## src/rtl/bc_pkg.sv

```systemverilog
// Shared types and defaults for the Bulls & Cows scoring engine.
package bc_pkg;

    typedef enum logic [1:0] {
        IDLE     = 2'd0,
        VALIDATE = 2'd1,
        SCORE    = 2'd2,
        DONE     = 2'd3
    } bc_state_e;

    localparam int BC_DIGITS    = 4;
    localparam int BC_DW        = 4;
    localparam int BC_MAX_DIGIT = 9;

    localparam logic [3:0] NULL_DIGIT = 4'hF;

endpackage

```

## src/rtl/bc_digit_match.sv

```systemverilog
// Compares one digit against every digit of a code, splitting hits into
// same-position and other-position matches.
module bc_digit_match
    import bc_pkg::*;
#(
    parameter int DIGITS = BC_DIGITS,
    parameter int DW     = BC_DW,
    parameter int IW     = (DIGITS > 1) ? $clog2(DIGITS) : 1
) (
    input  logic [DW-1:0]        digit,
    input  logic [DIGITS*DW-1:0] code,
    input  logic [IW-1:0]        idx,
    output logic                 pos_hit,
    output logic                 other_hit
);

    // OR-reduce equality hits into the two position classes
    always_comb begin
        pos_hit   = 1'b0;
        other_hit = 1'b0;
        for (int j = 0; j < DIGITS; j++) begin
            pos_hit   = pos_hit   | ((code[j*DW +: DW] == digit) & (IW'(j) == idx));
            other_hit = other_hit | ((code[j*DW +: DW] == digit) & (IW'(j) != idx));
        end
    end

endmodule

```

## src/rtl/bc_scorer.sv

```systemverilog
// Sequential Bulls & Cows scorer: latches a secret/guess pair, validates the
// guess one digit per cycle, then counts bulls and cows one digit per cycle.
module bc_scorer
    import bc_pkg::*;
#(
    parameter int DIGITS    = BC_DIGITS,
    parameter int DW        = BC_DW,
    parameter int MAX_DIGIT = BC_MAX_DIGIT,
    localparam int CW       = $clog2(DIGITS + 1)
) (
    input  logic                 clock,
    input  logic                 reset,
    input  logic                 start,
    input  logic [DIGITS*DW-1:0] secret,
    input  logic [DIGITS*DW-1:0] guess,
    output logic                 busy,
    output logic                 done,
    output logic [CW-1:0]        bulls,
    output logic [CW-1:0]        cows,
    output logic                 win,
    output logic                 invalid
);

    localparam int            IW       = (DIGITS > 1) ? $clog2(DIGITS) : 1;
    localparam logic [IW-1:0] LAST_IDX = IW'(DIGITS - 1);

    bc_state_e            state_r;
    logic [IW-1:0]        idx_r;
    logic [DIGITS*DW-1:0] secret_r;
    logic [DIGITS*DW-1:0] guess_r;
    logic                 illegal_r;
    logic [CW-1:0]        bull_cnt_r;
    logic [CW-1:0]        cow_cnt_r;
    logic                 busy_r;
    logic                 done_r;
    logic [CW-1:0]        bulls_r;
    logic [CW-1:0]        cows_r;
    logic                 win_r;
    logic                 invalid_r;

    logic [DW-1:0]        digit_s;
    logic [DIGITS*DW-1:0] code_s;
    logic                 pos_hit_s;
    logic                 other_hit_s;
    logic                 bad_digit_s;

    // Select the current guess digit and the code it is matched against
    always_comb begin
        digit_s = DW'(NULL_DIGIT);
        code_s  = guess_r;
        case (state_r)
            VALIDATE: begin
                digit_s = guess_r[idx_r*DW +: DW];
                code_s  = guess_r;
            end
            SCORE: begin
                digit_s = guess_r[idx_r*DW +: DW];
                code_s  = secret_r;
            end
            default: begin
                digit_s = DW'(NULL_DIGIT);
                code_s  = guess_r;
            end
        endcase
    end

    bc_digit_match #(
        .DIGITS (DIGITS),
        .DW     (DW),
        .IW     (IW)
    ) u_match (
        .digit     (digit_s),
        .code      (code_s),
        .idx       (idx_r),
        .pos_hit   (pos_hit_s),
        .other_hit (other_hit_s)
    );

    // A repeat against any other position is enough: a pair j<idx was already
    // flagged when j was visited, so "j > idx" and "j != idx" give the same sticky flag.
    assign bad_digit_s = (int'(digit_s) > MAX_DIGIT) | other_hit_s;

    // Control FSM with working counters and registered result outputs
    always_ff @(posedge clock or negedge reset) begin
        if (!reset) begin
            state_r    <= IDLE;
            idx_r      <= {IW{1'b0}};
            secret_r   <= {(DIGITS*DW){1'b0}};
            guess_r    <= {(DIGITS*DW){1'b0}};
            illegal_r  <= 1'b0;
            bull_cnt_r <= {CW{1'b0}};
            cow_cnt_r  <= {CW{1'b0}};
            busy_r     <= 1'b0;
            done_r     <= 1'b0;
            bulls_r    <= {CW{1'b0}};
            cows_r     <= {CW{1'b0}};
            win_r      <= 1'b0;
            invalid_r  <= 1'b0;
        end else begin
            case (state_r)
                IDLE: begin
                    done_r <= 1'b0;
                    // busy_r still high here means done is showing; start is ignored
                    if (start && !busy_r) begin
                        secret_r   <= secret;
                        guess_r    <= guess;
                        bull_cnt_r <= {CW{1'b0}};
                        cow_cnt_r  <= {CW{1'b0}};
                        illegal_r  <= 1'b0;
                        idx_r      <= {IW{1'b0}};
                        busy_r     <= 1'b1;
                        state_r    <= VALIDATE;
                    end else begin
                        busy_r  <= 1'b0;
                        state_r <= IDLE;
                    end
                end
                VALIDATE: begin
                    illegal_r <= illegal_r | bad_digit_s;
                    if (idx_r == LAST_IDX) begin
                        idx_r   <= {IW{1'b0}};
                        state_r <= (illegal_r | bad_digit_s) ? DONE : SCORE;
                    end else begin
                        idx_r <= idx_r + IW'(1);
                    end
                end
                SCORE: begin
                    if (pos_hit_s) begin
                        bull_cnt_r <= bull_cnt_r + CW'(1);
                    end else if (other_hit_s) begin
                        cow_cnt_r <= cow_cnt_r + CW'(1);
                    end else begin
                        bull_cnt_r <= bull_cnt_r;
                    end
                    if (idx_r == LAST_IDX) begin
                        state_r <= DONE;
                    end else begin
                        idx_r <= idx_r + IW'(1);
                    end
                end
                DONE: begin
                    done_r    <= 1'b1;
                    bulls_r   <= illegal_r ? {CW{1'b0}} : bull_cnt_r;
                    cows_r    <= illegal_r ? {CW{1'b0}} : cow_cnt_r;
                    invalid_r <= illegal_r;
                    win_r     <= (bull_cnt_r == CW'(DIGITS)) & ~illegal_r;
                    state_r   <= IDLE;
                end
                default: begin
                    state_r <= IDLE;
                end
            endcase
        end
    end

    assign busy    = busy_r;
    assign done    = done_r;
    assign bulls   = bulls_r;
    assign cows    = cows_r;
    assign win     = win_r;
    assign invalid = invalid_r;

endmodule

```

## config.mk

```make
export PLATFORM = sky130hd
export DESIGN_NAME = bc_scorer
export DESIGN_NICKNAME = d
export VERILOG_FILES = /design/src/rtl/bc_pkg.sv /design/src/rtl/bc_digit_match.sv /design/src/rtl/bc_scorer.sv
export SDC_FILE = /design/constraint.sdc
export NUM_CORES = 1
export LEC_CHECK = 0
export CELL_PAD_IN_SITES_DETAIL_PLACEMENT = 2
export CELL_PAD_IN_SITES_GLOBAL_PLACEMENT = 2
export CORE_MARGIN = 2
export CORE_UTILIZATION = 39
export DETAILED_ROUTE_END_ITERATION = 10
export GPL_ROUTABILITY_DRIVEN = 0
export GPL_TIMING_DRIVEN = 0
export HOLD_SLACK_MARGIN = 0.02
export PLACE_DENSITY = 0.95
export SLEW_MARGIN = 5
export SYNTH_ARGS = -nofsm -noshare
export SYNTH_HDL_FRONTEND = slang
export SYNTH_SLANG_ARGS = --single-unit
```

## constraint.sdc

```tcl
create_clock -name clock -period 8.96 [get_ports clock]
set_input_delay 1.344 -clock clock [delete_from_list [all_inputs] [get_ports clock]]
set_output_delay 1.344 -clock clock [all_outputs]
set_load 0.1 [all_outputs]
```

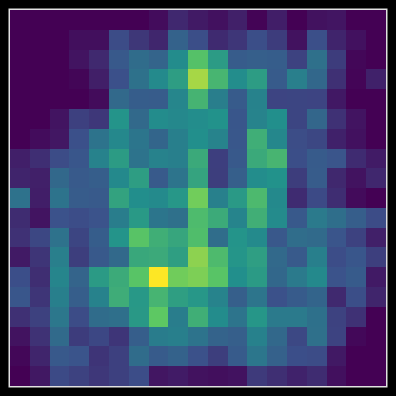
Fig. 1. Routed metal per tile.
Drawn at 4 px/um. The die is cut into 19 by 19 equal tiles; dark purple is low, yellow is high, scaled to the fullest tile. Values are wire area over tile area, all layers added.
emptiest ninth of the die: north-west
nearly empty tiles: 13%
tiles over half the peak: 16%
fullest tile: 0.58
total detailed-routing wirelength: 9520 um
GRT Resource Usage Total: 0.235
detailed-route via count: 2473

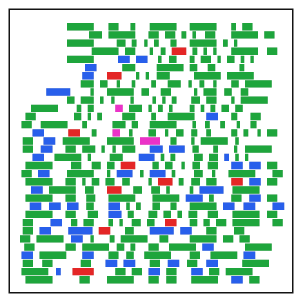
Fig. 2. Drive-strength map.
Drawn at 3 px/um.
legend:
  green:
    size: _0 and _1 cells
    cells: 273
  magenta:
    size: _3 and _4 cells
    cells: 3
  red:
    size: _6 and larger
    cells: 10
  blue:
    size: _2 cells
    cells: 50
count of plain and timing-repair buffers in the layout: 58
synthesis-to-layout area growth: 21.1%
Layout Cell Area excl Fill: 3820 um^2
worst setup slack after layout: 5460 ps

[per-layer routing]
metal | global-route usage | vias to the layer above | share of wire
met3 | 0.0281 | 10 | 0.022
met1 | 0.288 | 1292 | 0.42
li1 | - | 1133 | -
met2 | 0.433 | 38 | 0.54
met5 | 0 | - | 0
met4 | 0.0628 | 0 | 0.015
[critical path: cells and delay by family (launching register included)]
family	cells	cell delay, ps
AOI/OAI and AO/OA	4	980
muxes	1	420
and+or+nand+nor	3	690
buffers and inverters	3	700
DFF	1	460
adders and majority gates	1	170
[per-stage QoR]
step	std cells	hold slack [ps]	total power, mW	area (um^2)
after floorplan	283	479	1.20	3160
after global placement	429	488	1.41	3730
after detailed placement	430	499	1.50	3740
after CTS	438	520	1.66	3820
after global routing	438	527	1.77	3820
final	438	517	1.65	3820
[final cells by class]
cell class	count	area share
Inverter	17	0.0167
Timing Repair Buffer	45	0.119
Multi-Input combinational cell	200	0.440
Buffer	13	0.0219
Clock inverter	1	0.00196
Tap cell	102	0.0334
Clock buffer	7	0.0200
Sequential cell	53	0.347
[where the power goes]
part           total [mW]  internal, mW  switching [mW]
sequential          0.444         0.348          0.0960
combinational        1.07         0.422           0.646
clock               0.137        0.0556          0.0811
total                1.65         0.826           0.823
[flip-flops by register name, summed over array words and instances (netlist names)]
name / count
guess_r: 16
secret_r: 16
bull_cnt_r: 3
bulls: 3
cow_cnt_r: 3
cows: 3
idx_r: 2
state_r: 2
busy: 1
done: 1
illegal_r: 1
invalid: 1
win: 1
[logic make-up after synthesis]
| family | share of synthesized area |
|---|---|
| multiplexers | 0.218 |
| XOR/XNOR | 0.0222 |
| flip-flops | 0.420 |
| AND/OR/NAND/NOR | 0.114 |
| AND-OR/OR-AND | 0.128 |
| adder cells (fa/ha/maj) | 0.0515 |
| buffers and inverters | 0.0467 |
[worst min-delay path by stage]
stage                      startpoint     endpoint
after floorplan           secret_r[0]  secret_r[0]
after detailed placement      invalid      invalid
after global routing          invalid      invalid
after global placement    secret_r[0]  secret_r[0]
after CTS                     invalid      invalid
final                         invalid      invalid
[placed cells by master (no fill, tap or decap), drive strengths merged, types with 2 or more instances in the layout]
master / count
or3: 2
nand2b: 4
nor2b: 4
nand3: 4
clkbuf: 11
o21ai: 20
nor3: 9
mux4: 4
a21boi: 4
ha: 13
dfrtp: 53
o22ai: 6
xnor2: 8
a21o: 2
nor2: 8
nand3b: 15
clkdlybuf4s50: 43
mux2: 37
buf: 11
nand2: 20
mux2i: 18
o221ai: 3
o32ai: 8
o31ai: 3
inv: 17
==> results.txt <==
Flow results follow.

After synthesis, the cell types taking the most area are dfrtp_1, mux2_2, mux2i_1, ha_1, nand3b_1. The shortest clock period the worst path allows after layout is 3500 ps. The clock edge transition at the registers on the reported setup and hold paths is roughly 100 ps.

The number of global-route vias before repair is 2863. STA classifies the critical path endpoint as a flop. The maximum number of pins on one net before global-route repair is 29. The largest fanout on the critical path is 10.

Dividing the final minimum period by the clock period gives 0.390. Synthesis produced a netlist whose cell count is 283. Detailed placement finished with a half-perimeter wire length of 7240 um. The launch point of the worst path is state_r[0]. The flow ran to the end, and the final reports show no timing, DRC or antenna violations. The H-tree was split into 2 levels. The dominant cell type by area after synthesis is dfrtp_1. For this run, the detailed router's first-pass iteration total came to 4.

In this build the clock could be raised as far as approximately 0.29 GHz. The number of standard cells reported by yosys is 283. The latest clock arrival within the worst-skew pair is 320 ps.

The mean routed wirelength per cell is 21.7 um. The script parses the final routing iteration and logs DRC violations as 0. After layout, the setup clock skew is reported as 13.6 ps. Setup repair after global routing left no endpoint under its margin. The worst setup path is of the flop to flop kind. Per the CTS log, the buffer count on the longest clock path is 2. The layout has 817 filler cells. The Yosys step of the flow raised 0 warnings. The wire length of the first global-routing pass is 15700 um. The utilization of the core after routing is 0.492. Traced cell by cell, the critical path runs through inv_1 -> ha_1 -> buf_4 -> buf_2 -> mux2i_1 -> nand2_1 -> o32ai_1 -> o22ai_1 -> o22ai_2 -> o21bai_4 -> or4_1 -> nand3b_1. The required time of the critical path is between 9000 and 10000 ps. The tool warning count for the run is 35. The worst register-to-register path depth is 12. The sequential standard cell area is 1330 um^2. Ranked by instance count, the synthesized netlist is headed by dfrtp_1, mux2_2, nand2_1, o21ai_0, mux2i_1.

The register-to-register setup slack is 5460 ps. Per the detail_route report, vias per standard cell equal approximately 5.6. The transition time at the pin with the least slew margin is 973 ps. The sequential cell area fraction in the yosys report is 0.420. The die height is 94.0 um. The cell type of the slowest stage on the worst timing path is or4_1. The final layout reports a setup TNS of 0 ps. The count of inserted antenna diode cells is 0.

The final max-slew violation count recorded for this run is 0. The area of the core is a little under 8000 um^2. STA puts the critical path data arrival time at between 3000 and 4000 ps. Once synthesis finished, the tally of register bits stood at 53. The standby leakage power is 1.56 nW.

In this run the full chip footprint comes out at approximately 9000 um^2. The share of the core area taken by cells at floorplan is 0.407. The tool flagged a number of max-cap violations equal to 0.

The number of enable flip-flop cells is 0. In this run the clock root is driven by a clkbuf_8. Counting every net in the synthesized netlist gives 331.

The top-level I/O count is 45. The layout report lists the multi-input gate area as roughly 1700 um^2. In the synthesis report, Yosys lists the chip area as ~3200 um^2. For this run, the final setup violation count is recorded as 0.

The number of I/O port buffers is roughly 44. The startpoint type of the worst setup path is a flop. The area share of the leading cell type in the synthesized netlist is 0.420. The number of sinks on the clock net is around 53. The number of gates given a new drive strength after cts is 0. In the final layout, the share of cells above drive strength 1 is 0.188. The number of core rows is 32.

The stage delay of the slowest cell on the critical path is 480 ps. Among all flip-flop cells after synthesis, the most frequent one is dfrtp_1. The layout net count is about 380.

The total power density per cell area is 431 nW/um^2. Setup slack on the worst path after placement came out at 5550 ps. The worst pin sits at a relative slew slack of 0.349. The number of distinct library cell variants in the gate-level netlist after synthesis is 37. The top cell type by instance count after synthesis is dfrtp_1.

Endpoints failing hold in the final report were tallied at 0. The post-CTS setup-driven buffer insertion count is 0. The detail route stage leaves a number of antenna-violating nets equal to 0. The width of the die is 94.0 um. After synthesis the cells add up to ~3200 um^2.

TritonCTS built the clock tree. The number of antenna violations at the first check in global routing was 0. The start of the worst register-to-register path is state_r[0]. A synthesized cell averages 11.2 um^2. The worst min-delay path class is flop to flop. OpenSTA lists the critical path endpoint as cow_cnt_r[2].

The number of DRC markers in iteration 0 is 95.
Power is estimated from default activity; no workload was simulated.
